[src/rtl/mem_arb_pkg.sv]
// mem_arb_pkg: shared state encodings, requester indices and helpers for ram_port_arbiter
package mem_arb_pkg;
    localparam logic [1:0] IDLE  = 2'd0;
    localparam logic [1:0] ISSUE = 2'd1;
    localparam logic [1:0] WAIT  = 2'd2;
    localparam logic [1:0] REQ_A = 2'd0;
    localparam logic [1:0] REQ_B = 2'd1;
    localparam logic [1:0] REQ_C = 2'd2;
    localparam int CNT_W = 3;
    typedef logic [1:0] req_idx_t;
    function automatic req_idx_t next_req(input req_idx_t i);
        return (i == REQ_C) ? REQ_A : i + 2'd1;
    endfunction
endpackage

[src/rtl/ram_port_arbiter_if.sv]
// ram_port_arbiter_if: requester A/B/C handshake bus plus RAM-side bus.
//   i_X_REQ/i_X_WR/i_X_ADDR/i_X_DATA_WR : requester X transaction request
//   o_X_GNT/o_X_RVALID/o_X_DATA_RD      : grant pulse, read-valid pulse, held read data
//   o_RAM_*/i_RAM_DATA_RD               : RAM strobes, address, write data, read data
//   o_BUSY                              : arbiter not idle
//   slave = arbiter side, master = requesters/RAM side
interface ram_port_arbiter_if #(
    parameter int ADDR_W = 32,
    parameter int DATA_W = 32
);
    logic              i_A_REQ, i_B_REQ, i_C_REQ;
    logic              i_A_WR, i_B_WR, i_C_WR;
    logic [ADDR_W-1:0] i_A_ADDR, i_B_ADDR, i_C_ADDR;
    logic [DATA_W-1:0] i_A_DATA_WR, i_B_DATA_WR, i_C_DATA_WR;
    logic              o_A_GNT, o_B_GNT, o_C_GNT;
    logic              o_A_RVALID, o_B_RVALID, o_C_RVALID;
    logic [DATA_W-1:0] o_A_DATA_RD, o_B_DATA_RD, o_C_DATA_RD;
    logic              o_RAM_CE, o_RAM_RD, o_RAM_WR;
    logic [ADDR_W-1:0] o_RAM_ADDR;
    logic [DATA_W-1:0] o_RAM_DATA_WR;
    logic [DATA_W-1:0] i_RAM_DATA_RD;
    logic              o_BUSY;
    modport slave (
        input  i_A_REQ, i_B_REQ, i_C_REQ, i_A_WR, i_B_WR, i_C_WR,
        input  i_A_ADDR, i_B_ADDR, i_C_ADDR, i_A_DATA_WR, i_B_DATA_WR, i_C_DATA_WR,
        output o_A_GNT, o_B_GNT, o_C_GNT, o_A_RVALID, o_B_RVALID, o_C_RVALID,
        output o_A_DATA_RD, o_B_DATA_RD, o_C_DATA_RD,
        output o_RAM_CE, o_RAM_RD, o_RAM_WR, o_RAM_ADDR, o_RAM_DATA_WR, o_BUSY,
        input  i_RAM_DATA_RD
    );
    modport master (
        output i_A_REQ, i_B_REQ, i_C_REQ, i_A_WR, i_B_WR, i_C_WR,
        output i_A_ADDR, i_B_ADDR, i_C_ADDR, i_A_DATA_WR, i_B_DATA_WR, i_C_DATA_WR,
        input  o_A_GNT, o_B_GNT, o_C_GNT, o_A_RVALID, o_B_RVALID, o_C_RVALID,
        input  o_A_DATA_RD, o_B_DATA_RD, o_C_DATA_RD,
        input  o_RAM_CE, o_RAM_RD, o_RAM_WR, o_RAM_ADDR, o_RAM_DATA_WR, o_BUSY,
        output i_RAM_DATA_RD
    );
endinterface

[src/rtl/rr_pick3.sv]
// rr_pick3: combinational 3-way round-robin picker.
//   req[2:0] : request vector (bit 0 = A)
//   ptr[1:0] : highest-priority requester index
//   valid    : any request present
//   idx[1:0] : first requester at or after ptr in cyclic order A,B,C
module rr_pick3
    import mem_arb_pkg::*;
(
    input  logic [2:0] req,
    input  logic [1:0] ptr,
    output logic       valid,
    output logic [1:0] idx
);
    assign valid = |req;
    assign idx = (ptr == REQ_B) ? (req[1] ? REQ_B : req[2] ? REQ_C : REQ_A) :
                 (ptr == REQ_C) ? (req[2] ? REQ_C : req[0] ? REQ_A : REQ_B) :
                                  (req[0] ? REQ_A : req[1] ? REQ_B : REQ_C);
endmodule

[src/rtl/ram_port_arbiter.sv]
// ram_port_arbiter: round-robin arbiter sharing one single-port RAM among three requesters.
//   CLK, RST : clock, asynchronous active-high reset
//   bus      : requester handshakes and RAM port (ram_port_arbiter_if.slave)
module ram_port_arbiter
    import mem_arb_pkg::*;
#(
    parameter int ADDR_W     = 32,
    parameter int DATA_W     = 32,
    parameter int RD_LATENCY = 1
) (
    input  logic                  CLK,
    input  logic                  RST,
    ram_port_arbiter_if.slave     bus
);
    logic [1:0]              state_q, state_d;
    logic [1:0]              ptr_q, ptr_d;
    logic [1:0]              sel_q, sel_d;
    logic                    wr_q, wr_d;
    logic [ADDR_W-1:0]       addr_q, addr_d;
    logic [DATA_W-1:0]       wdata_q, wdata_d;
    logic [CNT_W-1:0]        cnt_q, cnt_d;
    logic [2:0]              rvalid_q, rvalid_d;
    logic [2:0][DATA_W-1:0]  rdata_q, rdata_d;
    logic [2:0]              req;
    logic                    pick_valid;
    logic [1:0]              pick_idx;
    logic                    issue;

    assign req = {bus.i_C_REQ, bus.i_B_REQ, bus.i_A_REQ};

    rr_pick3 u_pick (
        .req   (req),
        .ptr   (ptr_q),
        .valid (pick_valid),
        .idx   (pick_idx)
    );

    always_comb begin
        state_d  = state_q;
        ptr_d    = ptr_q;
        sel_d    = sel_q;
        wr_d     = wr_q;
        addr_d   = addr_q;
        wdata_d  = wdata_q;
        cnt_d    = cnt_q;
        rvalid_d = '0;
        rdata_d  = rdata_q;
        case (state_q)
            IDLE: if (pick_valid) begin
                sel_d   = pick_idx;
                wr_d    = (pick_idx == REQ_B) ? bus.i_B_WR : (pick_idx == REQ_C) ? bus.i_C_WR : bus.i_A_WR;
                addr_d  = (pick_idx == REQ_B) ? bus.i_B_ADDR : (pick_idx == REQ_C) ? bus.i_C_ADDR : bus.i_A_ADDR;
                wdata_d = (pick_idx == REQ_B) ? bus.i_B_DATA_WR : (pick_idx == REQ_C) ? bus.i_C_DATA_WR : bus.i_A_DATA_WR;
                state_d = ISSUE;
            end
            ISSUE: begin
                ptr_d   = next_req(sel_q);
                cnt_d   = CNT_W'(RD_LATENCY - 1);
                state_d = wr_q ? IDLE : WAIT;
            end
            WAIT: if (cnt_q == '0) begin
                for (int i = 0; i < 3; i++) begin
                    if (sel_q == 2'(i)) begin
                        rdata_d[i]  = bus.i_RAM_DATA_RD;
                        rvalid_d[i] = 1'b1;
                    end
                end
                state_d = IDLE;
            end else begin
                cnt_d = cnt_q - 1'b1;
            end
            default: state_d = IDLE;
        endcase
    end

    always_ff @(posedge CLK or posedge RST) begin
        if (RST) begin
            state_q  <= IDLE;
            ptr_q    <= REQ_A;
            sel_q    <= REQ_A;
            wr_q     <= 1'b0;
            addr_q   <= '0;
            wdata_q  <= '0;
            cnt_q    <= '0;
            rvalid_q <= '0;
            rdata_q  <= '0;
        end else begin
            state_q  <= state_d;
            ptr_q    <= ptr_d;
            sel_q    <= sel_d;
            wr_q     <= wr_d;
            addr_q   <= addr_d;
            wdata_q  <= wdata_d;
            cnt_q    <= cnt_d;
            rvalid_q <= rvalid_d;
            rdata_q  <= rdata_d;
        end
    end

    // Latched fields only change on acceptance, so they double as the held RAM address/data.
    assign issue             = (state_q == ISSUE);
    assign bus.o_RAM_CE      = issue;
    assign bus.o_RAM_RD      = issue & ~wr_q;
    assign bus.o_RAM_WR      = issue & wr_q;
    assign bus.o_RAM_ADDR    = addr_q;
    assign bus.o_RAM_DATA_WR = wdata_q;
    assign bus.o_A_GNT       = issue & (sel_q == REQ_A);
    assign bus.o_B_GNT       = issue & (sel_q == REQ_B);
    assign bus.o_C_GNT       = issue & (sel_q == REQ_C);
    assign bus.o_A_RVALID    = rvalid_q[0];
    assign bus.o_B_RVALID    = rvalid_q[1];
    assign bus.o_C_RVALID    = rvalid_q[2];
    assign bus.o_A_DATA_RD   = rdata_q[0];
    assign bus.o_B_DATA_RD   = rdata_q[1];
    assign bus.o_C_DATA_RD   = rdata_q[2];
    assign bus.o_BUSY        = (state_q != IDLE);
endmodule

[src/flat_wrapper.sv]
// flat-port wrapper written by rule: the top's interface ports become plain ports
module ram_port_arbiter_flat import mem_arb_pkg::*;
#(
    parameter int ADDR_W     = 32,
    parameter int DATA_W     = 32,
    parameter int RD_LATENCY = 1
)
  (CLK, RST, bus_i_A_REQ, bus_i_B_REQ, bus_i_C_REQ, bus_i_A_WR, bus_i_B_WR, bus_i_C_WR, bus_i_A_ADDR, bus_i_B_ADDR, bus_i_C_ADDR, bus_i_A_DATA_WR, bus_i_B_DATA_WR, bus_i_C_DATA_WR, bus_o_A_GNT, bus_o_B_GNT, bus_o_C_GNT, bus_o_A_RVALID, bus_o_B_RVALID, bus_o_C_RVALID, bus_o_A_DATA_RD, bus_o_B_DATA_RD, bus_o_C_DATA_RD, bus_o_RAM_CE, bus_o_RAM_RD, bus_o_RAM_WR, bus_o_RAM_ADDR, bus_o_RAM_DATA_WR, bus_o_BUSY, bus_i_RAM_DATA_RD);
  ram_port_arbiter_if #(.ADDR_W(ADDR_W), .DATA_W(DATA_W)) bus_i ();
  input  logic CLK;
  input  logic RST;
  input wire logic [$bits(bus_i.i_A_REQ)-1:0] bus_i_A_REQ;
  input wire logic [$bits(bus_i.i_B_REQ)-1:0] bus_i_B_REQ;
  input wire logic [$bits(bus_i.i_C_REQ)-1:0] bus_i_C_REQ;
  input wire logic [$bits(bus_i.i_A_WR)-1:0] bus_i_A_WR;
  input wire logic [$bits(bus_i.i_B_WR)-1:0] bus_i_B_WR;
  input wire logic [$bits(bus_i.i_C_WR)-1:0] bus_i_C_WR;
  input wire logic [$bits(bus_i.i_A_ADDR)-1:0] bus_i_A_ADDR;
  input wire logic [$bits(bus_i.i_B_ADDR)-1:0] bus_i_B_ADDR;
  input wire logic [$bits(bus_i.i_C_ADDR)-1:0] bus_i_C_ADDR;
  input wire logic [$bits(bus_i.i_A_DATA_WR)-1:0] bus_i_A_DATA_WR;
  input wire logic [$bits(bus_i.i_B_DATA_WR)-1:0] bus_i_B_DATA_WR;
  input wire logic [$bits(bus_i.i_C_DATA_WR)-1:0] bus_i_C_DATA_WR;
  output wire logic [$bits(bus_i.o_A_GNT)-1:0] bus_o_A_GNT;
  output wire logic [$bits(bus_i.o_B_GNT)-1:0] bus_o_B_GNT;
  output wire logic [$bits(bus_i.o_C_GNT)-1:0] bus_o_C_GNT;
  output wire logic [$bits(bus_i.o_A_RVALID)-1:0] bus_o_A_RVALID;
  output wire logic [$bits(bus_i.o_B_RVALID)-1:0] bus_o_B_RVALID;
  output wire logic [$bits(bus_i.o_C_RVALID)-1:0] bus_o_C_RVALID;
  output wire logic [$bits(bus_i.o_A_DATA_RD)-1:0] bus_o_A_DATA_RD;
  output wire logic [$bits(bus_i.o_B_DATA_RD)-1:0] bus_o_B_DATA_RD;
  output wire logic [$bits(bus_i.o_C_DATA_RD)-1:0] bus_o_C_DATA_RD;
  output wire logic [$bits(bus_i.o_RAM_CE)-1:0] bus_o_RAM_CE;
  output wire logic [$bits(bus_i.o_RAM_RD)-1:0] bus_o_RAM_RD;
  output wire logic [$bits(bus_i.o_RAM_WR)-1:0] bus_o_RAM_WR;
  output wire logic [$bits(bus_i.o_RAM_ADDR)-1:0] bus_o_RAM_ADDR;
  output wire logic [$bits(bus_i.o_RAM_DATA_WR)-1:0] bus_o_RAM_DATA_WR;
  output wire logic [$bits(bus_i.o_BUSY)-1:0] bus_o_BUSY;
  input wire logic [$bits(bus_i.i_RAM_DATA_RD)-1:0] bus_i_RAM_DATA_RD;
  assign bus_i.i_A_REQ = bus_i_A_REQ;
  assign bus_i.i_B_REQ = bus_i_B_REQ;
  assign bus_i.i_C_REQ = bus_i_C_REQ;
  assign bus_i.i_A_WR = bus_i_A_WR;
  assign bus_i.i_B_WR = bus_i_B_WR;
  assign bus_i.i_C_WR = bus_i_C_WR;
  assign bus_i.i_A_ADDR = bus_i_A_ADDR;
  assign bus_i.i_B_ADDR = bus_i_B_ADDR;
  assign bus_i.i_C_ADDR = bus_i_C_ADDR;
  assign bus_i.i_A_DATA_WR = bus_i_A_DATA_WR;
  assign bus_i.i_B_DATA_WR = bus_i_B_DATA_WR;
  assign bus_i.i_C_DATA_WR = bus_i_C_DATA_WR;
  assign bus_o_A_GNT = bus_i.o_A_GNT;
  assign bus_o_B_GNT = bus_i.o_B_GNT;
  assign bus_o_C_GNT = bus_i.o_C_GNT;
  assign bus_o_A_RVALID = bus_i.o_A_RVALID;
  assign bus_o_B_RVALID = bus_i.o_B_RVALID;
  assign bus_o_C_RVALID = bus_i.o_C_RVALID;
  assign bus_o_A_DATA_RD = bus_i.o_A_DATA_RD;
  assign bus_o_B_DATA_RD = bus_i.o_B_DATA_RD;
  assign bus_o_C_DATA_RD = bus_i.o_C_DATA_RD;
  assign bus_o_RAM_CE = bus_i.o_RAM_CE;
  assign bus_o_RAM_RD = bus_i.o_RAM_RD;
  assign bus_o_RAM_WR = bus_i.o_RAM_WR;
  assign bus_o_RAM_ADDR = bus_i.o_RAM_ADDR;
  assign bus_o_RAM_DATA_WR = bus_i.o_RAM_DATA_WR;
  assign bus_o_BUSY = bus_i.o_BUSY;
  assign bus_i.i_RAM_DATA_RD = bus_i_RAM_DATA_RD;
  ram_port_arbiter #(.ADDR_W(ADDR_W), .DATA_W(DATA_W), .RD_LATENCY(RD_LATENCY)) u_core (.CLK(CLK), .RST(RST), .bus(bus_i));
endmodule
[config.mk]
export PLATFORM = sky130hd
export DESIGN_NAME = ram_port_arbiter_flat
export DESIGN_NICKNAME = d
export VERILOG_FILES = /design/src/rtl/mem_arb_pkg.sv /design/src/rtl/ram_port_arbiter_if.sv /design/src/rtl/rr_pick3.sv /design/src/rtl/ram_port_arbiter.sv /design/src/flat_wrapper.sv
export SDC_FILE = /design/constraint.sdc
export NUM_CORES = 1
export LEC_CHECK = 0
export CAP_MARGIN = 20
export CORE_AREA = 2 2 156 158
export CTS_CLUSTER_SIZE = 24
export DETAILED_ROUTE_END_ITERATION = 8
export DIE_AREA = 0 0 158 160
export PLACE_DENSITY = 0.79
export SYNTH_ARGS = -nofsm -noshare
export SYNTH_HDL_FRONTEND = slang
export SYNTH_SLANG_ARGS = --single-unit
export TNS_END_PERCENT = 1
[constraint.sdc]
create_clock -name CLK -period 7.7 [get_ports CLK]
set_input_delay 1.54 -clock CLK [delete_from_list [all_inputs] [get_ports CLK]]
set_output_delay 1.54 -clock CLK [all_outputs]
set_load 0.01 [all_outputs]
Fig. 1: routed clock nets over the placement
Drawn at 1.5 px/micron.
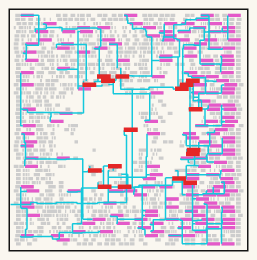
Key: red = clock-net drivers [count 17]; cyan = clock wires [length 2,430 microns]; magenta = flip-flops [count 173]
There are 18 routed clock nets. Position of the flops: widely spread.

Fig. 2: PDN straps and rails
Drawn at 2 px/micron. Pins as bars on the die edge.
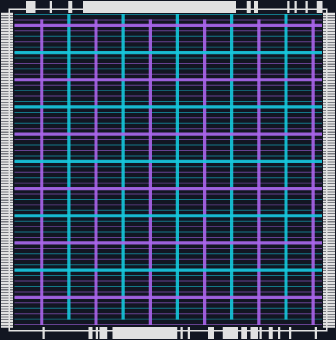
Key: cyan = VDD; purple = VSS
58 met1 rails follow the rows. The core has 57 rows. 11 straps on met5.

Fig. 3: gate-type map
Drawn at 1.5 px/micron.
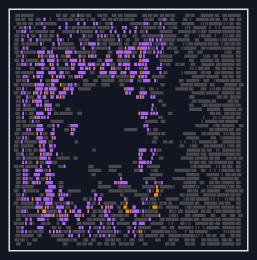
Key: purple = aoi and oai cells [cells 402]; orange = nor cells [cells 79]
highest-count logic cell in the final layout: sky130_fd_sc_hd__clkdlybuf4s50_1
combinational share of cell area: 32.9%
final cell count without fillers: 1,690

Fig. 4: metal layers overlaid
Drawn at 3 px/micron.
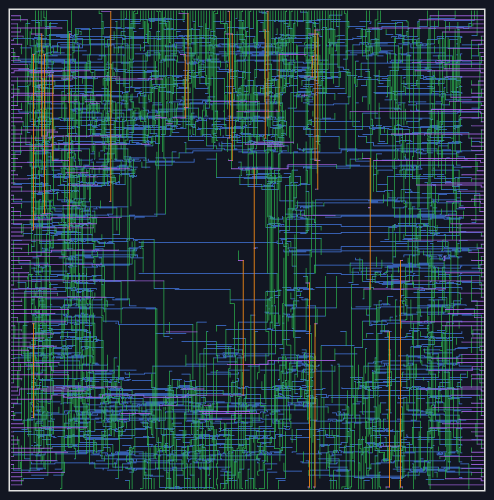
Key: blue = M1 [wire length 12,500 microns]; green = M2 [wire length 16,200 microns]; orange = M4 [wire length 1,070 microns]; purple = M3 [wire length 2,650 microns]
GRT Util Overall: 25.3%
WL per Instance: 19.2 microns
via total after detailed routing: 9,335
total routed wirelength: 32.5 mm

Fig. 5: the clock network
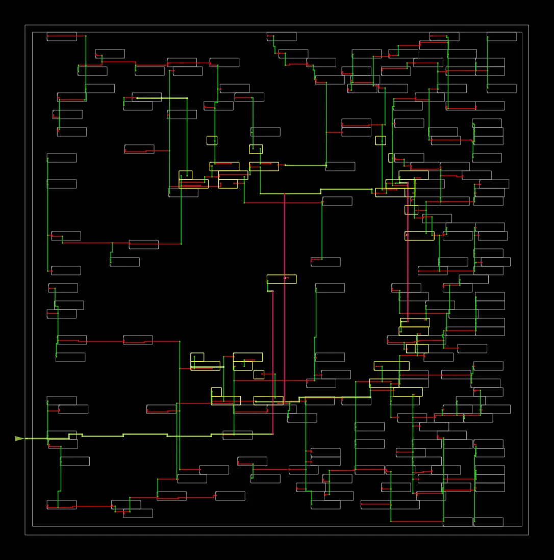
CLK BUF: 18
count of clock tree sinks: 173

==> flow_metrics.rpt <==
FLOW METRICS REPORT
----------------------------------------------------
[Outcome]
  Status ........................ finished, final reports clean

[Detailed routing]
  Met3 routed WL ........................ 2.65 mm
  Highest layer used for signal routing ........................ met4
  Detailed route wirelength on metal2 ........................ 16.2 mm
  Number of iterations in the first detailed-routing pass ........................ 5
  Tally of nets with antenna violations remaining after routing ........................ 0
  DRC Markers ........................ 0
  Initial detailed-routing violation count ........................ 541
  Post-DR vias/cell ........................ 5.52
  Met1 layer wirelength in the final routing ........................ 12.5 mm

[Logic synthesis]
  FF+latch count, synth ........................ 173
  Share of async-settable or async-resettable flops after synthesis ........................ 100%
  Compound Share, Synth ........................ 29.6%
  Number of warnings issued by yosys ........................ 0
  Post-synth tally of flip-flops with integrated enable ........................ 0
  Cell type with the largest total area after synthesis ........................ sky130_fd_sc_hd__dfrtp_1
  Fraction of post-synthesis cell area in the top cell type by area ........................ 45.1%
  Top post-synthesis cells by count ........................ sky130_fd_sc_hd__dfrtp_1, sky130_fd_sc_hd__nand2_1, sky130_fd_sc_hd__o21ai_0
  Total nets after synthesis ........................ 1,250
  Comb area leader ........................ AND-OR/OR-AND gates
  Share of the synthesized netlist area taken by xor and xnor gates ........................ 0%
  Ranking of synthesized cells by area ........................ sky130_fd_sc_hd__dfrtp_1, sky130_fd_sc_hd__a2111oi_2, sky130_fd_sc_hd__mux2_2
  Post-synthesis instance total ........................ 1,016
  Simple-Gate Fraction of Synth Area ........................ 11.0%
  FA/HA/MAJ Cells, Area Fraction ........................ 0.260%
  Top-count cell post-synth ........................ sky130_fd_sc_hd__dfrtp_1
  Area of the mapped netlist ........................ 9610 sq um
  Synthesized area per cell ........................ 9.46 sq um
  Ys cells ........................ 1,016
  Count of different cell masters after synthesis ........................ 43
  Chip area estimate from yosys synthesis ........................ 9610 sq um
  Seq/Total Area, Yosys ........................ 45.1%
  Mux contribution to synthesized area ........................ 7.50%

[Timing]
  Clk_skew ........................ 0.0123 ns
  Final Hold Fails ........................ 0
  Fmax ........................ 240 MHz
  Least setup slack across all paths after layout ........................ 3.53 ns
  Worst-margin pin slew ........................ 0.958 ns
  Setup repair after global routing missed its margin ........................ no
  Number of failing setup endpoints in the final timing report ........................ 0
  Setup TNS after final layout ........................ 0 ns
  Max_slew headroom ........................ 36.0%
  Final period util ........................ 54.2%
  Min cycle time layout ........................ 4.17 ns
  Final Max Tran Viols ........................ 0
  Worst hold slack ........................ 0.475 ns

[CTS]
  TritonCTS buffer count ........................ 17
  CTS tree ........................ done
  Cell at the root of the clock tree ........................ sky130_fd_sc_hd__clkbuf_16
  Hold bufs inserted after CTS ........................ 0
  Number of gates resized after CTS ........................ 0
  Register clock-pin slew on the reported worst setup and hold paths ........................ 0.08 ns
  Clk_lat worst skew ........................ 0.43 ns
  Total number of H-tree levels ........................ 4
  CTS max path bufs ........................ 2
  Number of post-CTS setup repair buffers ........................ 0

[Cells and area]
  Final design utilization ........................ 59.6%
  Filler Cells Inserted ........................ 2,070
  Final layout net count ........................ 1,584
  Area occupied by registers ........................ 4330 sq um
  Post-synthesis to final-layout area growth ........................ 47.7%
  Post-route standard cell area excluding fillers ........................ 14,200 sq um
  Fraction of final layout cells sized beyond drive strength 1 ........................ 13.4%
  Area taken by multi-input logic gates ........................ 4660 sq um

[Power and ir drop]
  Power drawn by the sequential cells ........................ 0.00167 W
  Internal power component ........................ 0.00329 W
  Switching fraction of total power ........................ 39.3%
  Sw power ........................ 0.00213 W
  Post-route total power ........................ 0.00542 W
  Fraction of power consumed by the clock network ........................ 16.4%
  Lkg Pwr ........................ 5.62 nW
  Combinational cell fraction of total power ........................ 52.7%
  Pwr top ........................ combinational logic
  Pwr/cell area ........................ 382 nW/um^2
  Power drawn by the clock network ........................ 0.000889 W
  Highest ir drop seen on vdd ........................ 0.210 mV
  Flop pwr share ........................ 30.9%
  P_comb ........................ 0.00286 W

[Min path]
  Hold path cells ........................ 2
  Hold_sp ........................ u_core.bus.o_C_DATA_RD[5]
  Worst min-delay path category ........................ reg -> reg
  Worst Hold Endpoint ........................ u_core.bus.o_C_DATA_RD[5]

[Global route]
  Global-route met2 utilization ........................ 43.5%
  Most Crowded Layer GR ........................ met2
  Wire length of the first global-routing pass ........................ 50.2 mm
  Grt total ovfl ........................ 0
  Initial antenna violation count ........................ 3
  Met3 routing resource usage after global routing ........................ 7.22%
  Met1 routing resource usage after global routing ........................ 30.0%
  Vias in the first global route ........................ 9,050

[Placed design]
  # placed instances ........................ 1,653
  Gp weighted congestion ........................ 0.857
  Dpl cell area ........................ 13,500 sq um
  Input/output buffers ........................ 401
  Final HPWL DP ........................ 22.8 mm
  Placement-stage worst setup slack ........................ 3.04 ns

[Critical path]
  Path type of the worst setup path ........................ in -> reg
  Launching instance or port of the critical path ........................ bus_i_B_REQ
  Register-to-register setup slack ........................ 3.83 ns
  Critical-path cell list ........................ buf_2 > buf_4 > or3b_1 > a21oi_4 > buf_4 > a2111oi_0 > a21oi_1 > o21ai_0
  Largest delay contributor family on the critical path ........................ AND-OR/OR-AND gates
  Capturing point of the worst reg2reg path ........................ u_core.bus.o_RAM_DATA_WR[29]
  Largest fanout on the critical path ........................ 70
  Timing endpoint of the critical path ........................ u_core.bus.o_RAM_DATA_WR[29]
  Arrival time at the worst endpoint ........................ 4.48 ns
  Crit path buf inv count ........................ 3
  Sort of element at the end of the critical path ........................ flop
  Required time worst endpoint ........................ 8.01 ns
  Largest stage delay, worst path ........................ 0.77 ns
  Slowest-stage cell, CP ........................ sky130_fd_sc_hd__a21oi_4
  Worst Reg-to-Reg Cells ........................ 6
  Critical R2R Launch ........................ u_core.ptr_q[0]
  Crit. path cell count ........................ 8
  CP Launch Type ........................ primary input

[Floorplanning]
  Area of the die ........................ 25,300 sq um
  Number of primary I/O pins ........................ 402
  Die outline width ........................ 158 microns
  Floorplan core area ........................ 23,800 sq um
  Rows ........................ 57
  Height of the die ........................ 160 microns

[Flow run]
  Max-cap violations ........................ 0
  Number of warning messages in the logs ........................ 27

----------------------------------------------------
[state kept, by name (all words and copies together), names as in the netlist]
| signal | count |
|---|---|
| u_core.bus.o_A_DATA_RD | 32 |
| u_core.bus.o_B_DATA_RD | 32 |
| u_core.bus.o_C_DATA_RD | 32 |
| u_core.bus.o_RAM_ADDR | 32 |
| u_core.bus.o_RAM_DATA_WR | 32 |
| u_core.cnt_q | 3 |
| u_core.rvalid_q | 3 |
| u_core.ptr_q | 2 |
| u_core.sel_q | 2 |
| u_core.state_q | 2 |
| u_core.wr_q | 1 |
[cell type report]
class                      count  share of cell area (%)
clock buffer                  18                    3.02
antenna                        3                  0.0529
sequential                   173                    30.5
timing repair buffer         414                    29.2
multi-input combinational    734                    32.9
inverter                      10                   0.309
clock inverter                14                    1.20
tap                          324                    2.86
Power is estimated from default activity; no workload was simulated.
